--- src/rtl/exception_ctrl_pkg.sv ---
// exc_pkg: shared types and constants for the exception sequencer.
//   state_t          - sequencer states (3-bit enum)
//   CAUSE_*          - cause codes written to CP0 Cause
//   DEFAULT_VECTOR   - default handler entry PC
package exc_pkg;

    typedef enum logic [2:0] {
        ST_IDLE    = 3'd0,
        ST_SAVE    = 3'd1,
        ST_VECTOR  = 3'd2,
        ST_HANDLER = 3'd3,
        ST_RETURN  = 3'd4
    } state_t;

    localparam logic [4:0]  CAUSE_IRQ_BASE = 5'h10;
    localparam logic [4:0]  CAUSE_SYSCALL  = 5'h08;
    localparam logic [4:0]  CAUSE_RI       = 5'h0A;

    localparam logic [31:0] DEFAULT_VECTOR = 32'h0000_0004;

endpackage

--- src/rtl/exception_ctrl_irq_pending.sv ---
// irq_pending: rising-edge detection of the interrupt lines, sticky pending
// register, masking and lowest-index priority encoding.
//   clk, rst      - clock, synchronous active-high reset
//   irq_i         - raw interrupt lines
//   irq_mask_i    - per-line enable (1 = enabled)
//   ack_i         - one-hot acknowledge; clears the matching pending bit
//   req_valid_o   - some enabled line is pending
//   req_idx_o     - lowest enabled pending index
module irq_pending #(
    parameter int unsigned N_IRQ = 4,
    parameter int unsigned IDX_W = 2
) (
    input  logic             clk,
    input  logic             rst,
    input  logic [N_IRQ-1:0] irq_i,
    input  logic [N_IRQ-1:0] irq_mask_i,
    input  logic [N_IRQ-1:0] ack_i,
    output logic             req_valid_o,
    output logic [IDX_W-1:0] req_idx_o
);

    logic [N_IRQ-1:0] irq_prev;
    logic [N_IRQ-1:0] pending;
    logic [N_IRQ-1:0] enabled;

    // Set has priority over acknowledge on the same bit.
    always_ff @(posedge clk) begin
        if (rst) begin
            irq_prev <= '0;
            pending  <= '0;
        end else begin
            irq_prev <= irq_i;
            pending  <= (pending & ~ack_i) | (irq_i & ~irq_prev);
        end
    end

    // Scan from the top down so the lowest enabled index is the last write.
    always_comb begin
        enabled     = pending & irq_mask_i;
        req_valid_o = 1'b0;
        req_idx_o   = '0;
        for (int unsigned i = N_IRQ; i > 0; i--) begin
            if (enabled[i-1]) begin
                req_valid_o = 1'b1;
                req_idx_o   = IDX_W'(i - 1);
            end
        end
    end

endmodule

--- src/rtl/exception_ctrl.sv ---
// exception_ctrl: sequences exception/interrupt entry and ERET return.
//   Entry:  IDLE -> SAVE (EPC/Cause strobes) -> VECTOR (redirect to handler,
//           irq ack) -> HANDLER (waits for ERET, no nesting)
//   Return: HANDLER -> RETURN (redirect to EPC) -> IDLE
//   Inputs:  irq_i/irq_mask_i/ie_i interrupt request and enables,
//            exc_valid_i/exc_code_i synchronous exception, pc_i resume PC,
//            eret_i return request, epc_i EPC read back from CP0
//   Outputs: write_epc_o/write_cause_o/cause_o/epc_pc_o CP0 writes,
//            flush_o/redirect_o/redirect_pc_o front-end control,
//            irq_ack_o one-hot ack, in_handler_o, err_o sticky protocol error
// All outputs are registered and change together with the state register.
module exception_ctrl
    import exc_pkg::*;
#(
    parameter int unsigned N_IRQ       = 4,
    parameter logic [31:0] VECTOR_ADDR = DEFAULT_VECTOR
) (
    input  logic             clk,
    input  logic             rst,
    input  logic [N_IRQ-1:0] irq_i,
    input  logic [N_IRQ-1:0] irq_mask_i,
    input  logic             ie_i,
    input  logic             exc_valid_i,
    input  logic [4:0]       exc_code_i,
    input  logic [31:0]      pc_i,
    input  logic             eret_i,
    input  logic [31:0]      epc_i,
    output logic             write_epc_o,
    output logic             write_cause_o,
    output logic [4:0]       cause_o,
    output logic [31:0]      epc_pc_o,
    output logic             flush_o,
    output logic             redirect_o,
    output logic [31:0]      redirect_pc_o,
    output logic [N_IRQ-1:0] irq_ack_o,
    output logic             in_handler_o,
    output logic             err_o
);

    localparam int unsigned IDX_W = (N_IRQ > 1) ? $clog2(N_IRQ) : 1;

    state_t           state, state_n;
    logic [4:0]       cause_q, cause_n;
    logic [31:0]      epc_q, epc_n;
    logic             is_irq_q, is_irq_n;
    logic [IDX_W-1:0] idx_q, idx_n;
    logic             err_n;

    logic             req_valid;
    logic [IDX_W-1:0] req_idx;

    logic             write_epc_n, write_cause_n, flush_n, redirect_n, in_handler_n;
    logic [4:0]       cause_out_n;
    logic [31:0]      epc_pc_n, redirect_pc_n;
    logic [N_IRQ-1:0] irq_ack_n;

    irq_pending #(
        .N_IRQ (N_IRQ),
        .IDX_W (IDX_W)
    ) u_irq_pending (
        .clk         (clk),
        .rst         (rst),
        .irq_i       (irq_i),
        .irq_mask_i  (irq_mask_i),
        .ack_i       (irq_ack_o),
        .req_valid_o (req_valid),
        .req_idx_o   (req_idx)
    );

    // Next state and latched entry context.
    always_comb begin
        state_n  = state;
        cause_n  = cause_q;
        epc_n    = epc_q;
        is_irq_n = is_irq_q;
        idx_n    = idx_q;
        err_n    = err_o;
        case (state)
            ST_IDLE: begin
                if (exc_valid_i) begin
                    state_n  = ST_SAVE;
                    cause_n  = exc_code_i;
                    epc_n    = pc_i;
                    is_irq_n = 1'b0;
                    idx_n    = '0;
                end else if (ie_i && req_valid) begin
                    state_n  = ST_SAVE;
                    cause_n  = CAUSE_IRQ_BASE + 5'(req_idx);
                    epc_n    = pc_i;
                    is_irq_n = 1'b1;
                    idx_n    = req_idx;
                end
                if (eret_i) begin
                    err_n = 1'b1;
                end
            end
            ST_SAVE:   state_n = ST_VECTOR;
            ST_VECTOR: state_n = ST_HANDLER;
            ST_HANDLER: begin
                if (eret_i) begin
                    state_n = ST_RETURN;
                end
                if (exc_valid_i) begin
                    err_n = 1'b1;
                end
            end
            ST_RETURN: state_n = ST_IDLE;
            default:   state_n = ST_IDLE;
        endcase
    end

    // Output values for the state being entered, so they register alongside it.
    // SAVE uses the context being latched this cycle (cause_n/epc_n); RETURN
    // captures epc_i in the cycle ERET is accepted.
    always_comb begin
        write_epc_n   = 1'b0;
        write_cause_n = 1'b0;
        cause_out_n   = '0;
        epc_pc_n      = '0;
        flush_n       = 1'b0;
        redirect_n    = 1'b0;
        redirect_pc_n = '0;
        irq_ack_n     = '0;
        in_handler_n  = 1'b0;
        case (state_n)
            ST_SAVE: begin
                write_epc_n   = 1'b1;
                write_cause_n = 1'b1;
                flush_n       = 1'b1;
                cause_out_n   = cause_n;
                epc_pc_n      = epc_n;
            end
            ST_VECTOR: begin
                redirect_n    = 1'b1;
                redirect_pc_n = VECTOR_ADDR;
                flush_n       = 1'b1;
                if (is_irq_q) begin
                    irq_ack_n[idx_q] = 1'b1;
                end
            end
            ST_HANDLER: in_handler_n = 1'b1;
            ST_RETURN: begin
                redirect_n    = 1'b1;
                redirect_pc_n = epc_i;
                flush_n       = 1'b1;
            end
            default: ;
        endcase
    end

    always_ff @(posedge clk) begin
        if (rst) begin
            state         <= ST_IDLE;
            cause_q       <= '0;
            epc_q         <= '0;
            is_irq_q      <= 1'b0;
            idx_q         <= '0;
            err_o         <= 1'b0;
            write_epc_o   <= 1'b0;
            write_cause_o <= 1'b0;
            cause_o       <= '0;
            epc_pc_o      <= '0;
            flush_o       <= 1'b0;
            redirect_o    <= 1'b0;
            redirect_pc_o <= '0;
            irq_ack_o     <= '0;
            in_handler_o  <= 1'b0;
        end else begin
            state         <= state_n;
            cause_q       <= cause_n;
            epc_q         <= epc_n;
            is_irq_q      <= is_irq_n;
            idx_q         <= idx_n;
            err_o         <= err_n;
            write_epc_o   <= write_epc_n;
            write_cause_o <= write_cause_n;
            cause_o       <= cause_out_n;
            epc_pc_o      <= epc_pc_n;
            flush_o       <= flush_n;
            redirect_o    <= redirect_n;
            redirect_pc_o <= redirect_pc_n;
            irq_ack_o     <= irq_ack_n;
            in_handler_o  <= in_handler_n;
        end
    end

endmodule

--- config.mk ---
export PLATFORM = sky130hd
export DESIGN_NAME = exception_ctrl
export DESIGN_NICKNAME = d
export VERILOG_FILES = /design/src/rtl/exception_ctrl_pkg.sv /design/src/rtl/exception_ctrl_irq_pending.sv /design/src/rtl/exception_ctrl.sv
export SDC_FILE = /design/constraint.sdc
export NUM_CORES = 1
export LEC_CHECK = 0
export CAP_MARGIN = 20
export CORE_AREA = 10 10 135 75
export CTS_CLUSTER_DIAMETER = 200
export CTS_CLUSTER_SIZE = 28
export DETAILED_ROUTE_END_ITERATION = 10
export DIE_AREA = 0 0 145 85
export GPL_TIMING_DRIVEN = 0
export PLACE_DENSITY = 0.82
export SLEW_MARGIN = 20
export SYNTH_ARGS = -nofsm -noshare
export SYNTH_HDL_FRONTEND = slang
export SYNTH_SLANG_ARGS = --single-unit
--- constraint.sdc ---
create_clock -name clk -period 2.3 [get_ports clk]
set_input_delay 0.46 -clock clk [delete_from_list [all_inputs] [get_ports clk]]
set_output_delay 0.46 -clock clk [all_outputs]
set_load 0.02 [all_outputs]
==> images/zoom.png <==
Window x 99 to 119, y 54 to 74 um. Cells in grey, sequential cells in the stronger grey; small squares are vias.
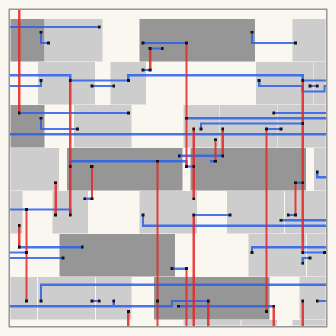
met1: shown in blue. met2: shown in red.
Netlist names of flops here include `epc_pc_o` (5). Sequential cells in the window: 5. 24 logic cells have their middle in the window. Most frequent: clkdlybuf4s50_1 (13), and2_1 (6), dfxtp_1 (5).

==> images/density.png <==
The die is cut into 14 by 8 equal tiles; white is low, dark blue is high, 0 to 100% covered.
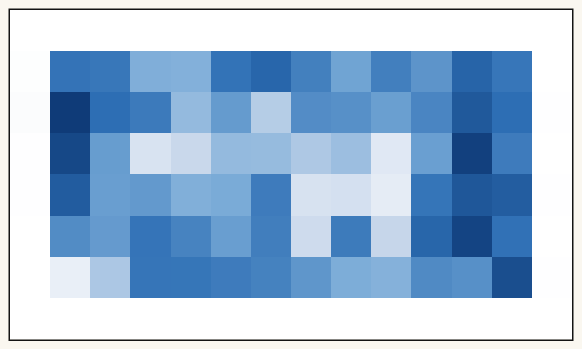
The fullest tile reaches 96%. The mean over all tiles is 38%. 12% of the tiles are over 75% full.

==> images/final_placement.png <==
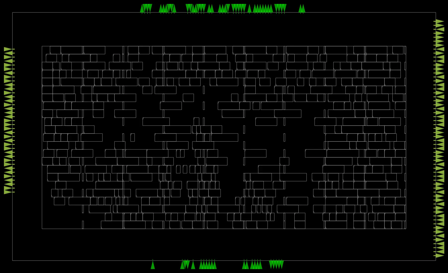
Seq/total area: 38.51%
fillers: 618
Well Taps: 112
Final Util: 61.32%

==> cells in the final DEF (no fill, tap or decap), drive strengths merged, types with 2 or more instances in the layout <==
cell type and n:
buf 7, nor3 2, inv 3, nor2b 4, clkinvlp 2, clkinv 3, nand2b 8, dfxtp 92
and2 64, a21oi 12, clkbuf 21, clkdlybuf4s50 160, nor2 8, nand2 14, nand3 3, nor3b 2
==> power by group <==
group	total (W)	switching, W	internal (W)	leakage (nW)
sequential	0.00171	0.0000323	0.00167	0.750
clock	0.00145	0.000604	0.000845	0.142
combinational	0.000536	0.000229	0.000307	0.966
total	0.00369	0.000865	0.00283	1.86
==> area by class of cell <==
| cell class | instances | area [um^2] | share of cell area [%] |
|---|---|---|---|
| flip-flops and latches | 92 | 1842 | 38.51 |
| repair buffers | 160 | 1602 | 33.49 |
| multi-input cells | 134 | 793.3 | 16.59 |
| clock buffers | 9 | 225.2 | 4.710 |
| well taps | 112 | 140.1 | 2.930 |
| plain buffers | 19 | 98.84 | 2.067 |
| clock inverters | 7 | 72.57 | 1.518 |
| inverters | 2 | 8.758 | 0.1832 |
==> worst paths after layout <==
check                                  from                  endpoint  slack (ns)  cells after the start
setup / recovery                       ie_i              epc_pc_o[20]        0.17                      8
hold / removal    u_irq_pending.irq_prev[2]  u_irq_pending.pending[2]        0.48                      2
setup reg to reg                   state[2]              epc_pc_o[20]        0.33                      7
hold reg to reg   u_irq_pending.irq_prev[2]  u_irq_pending.pending[2]        0.48                      2
==> flip-flops by register name, indices dropped and copies added, names as in the netlist <==
register                count
cause_o                     5
flush_o                     1
write_cause_o               1
in_handler_o                1
is_irq_q                    1
idx_q                       2
u_irq_pending.irq_prev      4
irq_ack_o                   4
u_irq_pending.pending       4
redirect_pc_o              32
state                       3
epc_pc_o                   32
err_o                       1
redirect_o                  1
==> per-layer routing <==
layer | vias up | GRT usage, % | share of wire (%)
met5 | - | 0 | 0
met2 | 111 | 22.80 | 44
met4 | 0 | 3.687 | 1.1
met1 | 1012 | 16.09 | 44
met3 | 9 | 7.680 | 10
li1 | 1121 | - | -
==> worst reg2reg max path: cells and delay by family, from the launching register on <==
kind	cells	cell delay, ns
and+or+nand+nor	2	0.71
AOI/OAI and AO/OA	2	0.42
DFF	1	0.36
buffers and inverters	3	0.41
==> stage by stage <==
stage	util [%]	setup WS (ns)
floorplan	-	0.5361
global placement	57.50	-0.1308
detailed placement	57.50	-0.1834
CTS	61.32	0.1553
global route	61.32	0.06280
finish	61.32	0.1716
==> cells by family (layout without fill, tap and decap cells) <==
kind of cell,count (synthesis),in the layout
compound gates,21,21
buf+inv,21,197
flops,92,92
simple gates,113,113
==> impl_metrics.json <==
{
  "worstMarginPinSlew_ns": 0.4459,
  "syn_area_per_cell_um2": 11.10,
  "fmax_mhz": 469.8,
  "power_density_nw_per_um2": 772.2,
  "final_max_slew_viol_count": 0,
  "synth_nets": 329,
  "max_cap_violations": 0,
  "synth-xor-area-share_pct": 0,
  "initCoreUtil_pct": 35.17,
  "final.period_utilization_pct": 92.54,
  "status": "finished, final reports clean",
  "synth_seq_share_pct": 67.15,
  "irDropWorstVdd_v": 0.0003974,
  "drive_gt1_share_pct": 5.910,
  "layout.nets": 500,
  "grt_use_total_pct": 14.13,
  "gp_congestion": 0.8426,
  "drt_iter0_drc": 54,
  "critPathMaxFanout": 10,
  "yosysTopAreaCellShare_pct": 67.15,
  "rsz0062_at_grt": "false",
  "synth_adder_area_share_pct": 0,
  "core_um2": 7799,
  "relSlewSlack_pct": 70.21,
  "ys.flop_type": "dfxtp_1",
  "die_w_um": 145,
  "drc": 0,
  "ys_warn_count": 0,
  "placed_area_um2": 4484,
  "area_growth_pct": 74.36,
  "synth_area_um2": 2743,
  "numPlacedInstances": 519,
  "finClkSkew_ns": 0.006170,
  "logic_family": "simple AND/OR/NAND/NOR gates",
  "cts_resized": 0,
  "routed_wirelength_um": 8792,
  "synthDistinctLibCells": 34,
  "io_buffer_count": 160,
  "synthAoiAreaFrac_pct": 4.790,
  "worstSetupStartpointType": "input pin",
  "ys_sh_simple_pct": 24.13,
  "clock_sinks": 92,
  "dieArea_um2": 12330,
  "yosysTopAreaCell": "dfxtp_1",
  "wl_per_cell_um": 16.43
}
Power figures rest on the tool's default switching activity, not on a simulated workload.
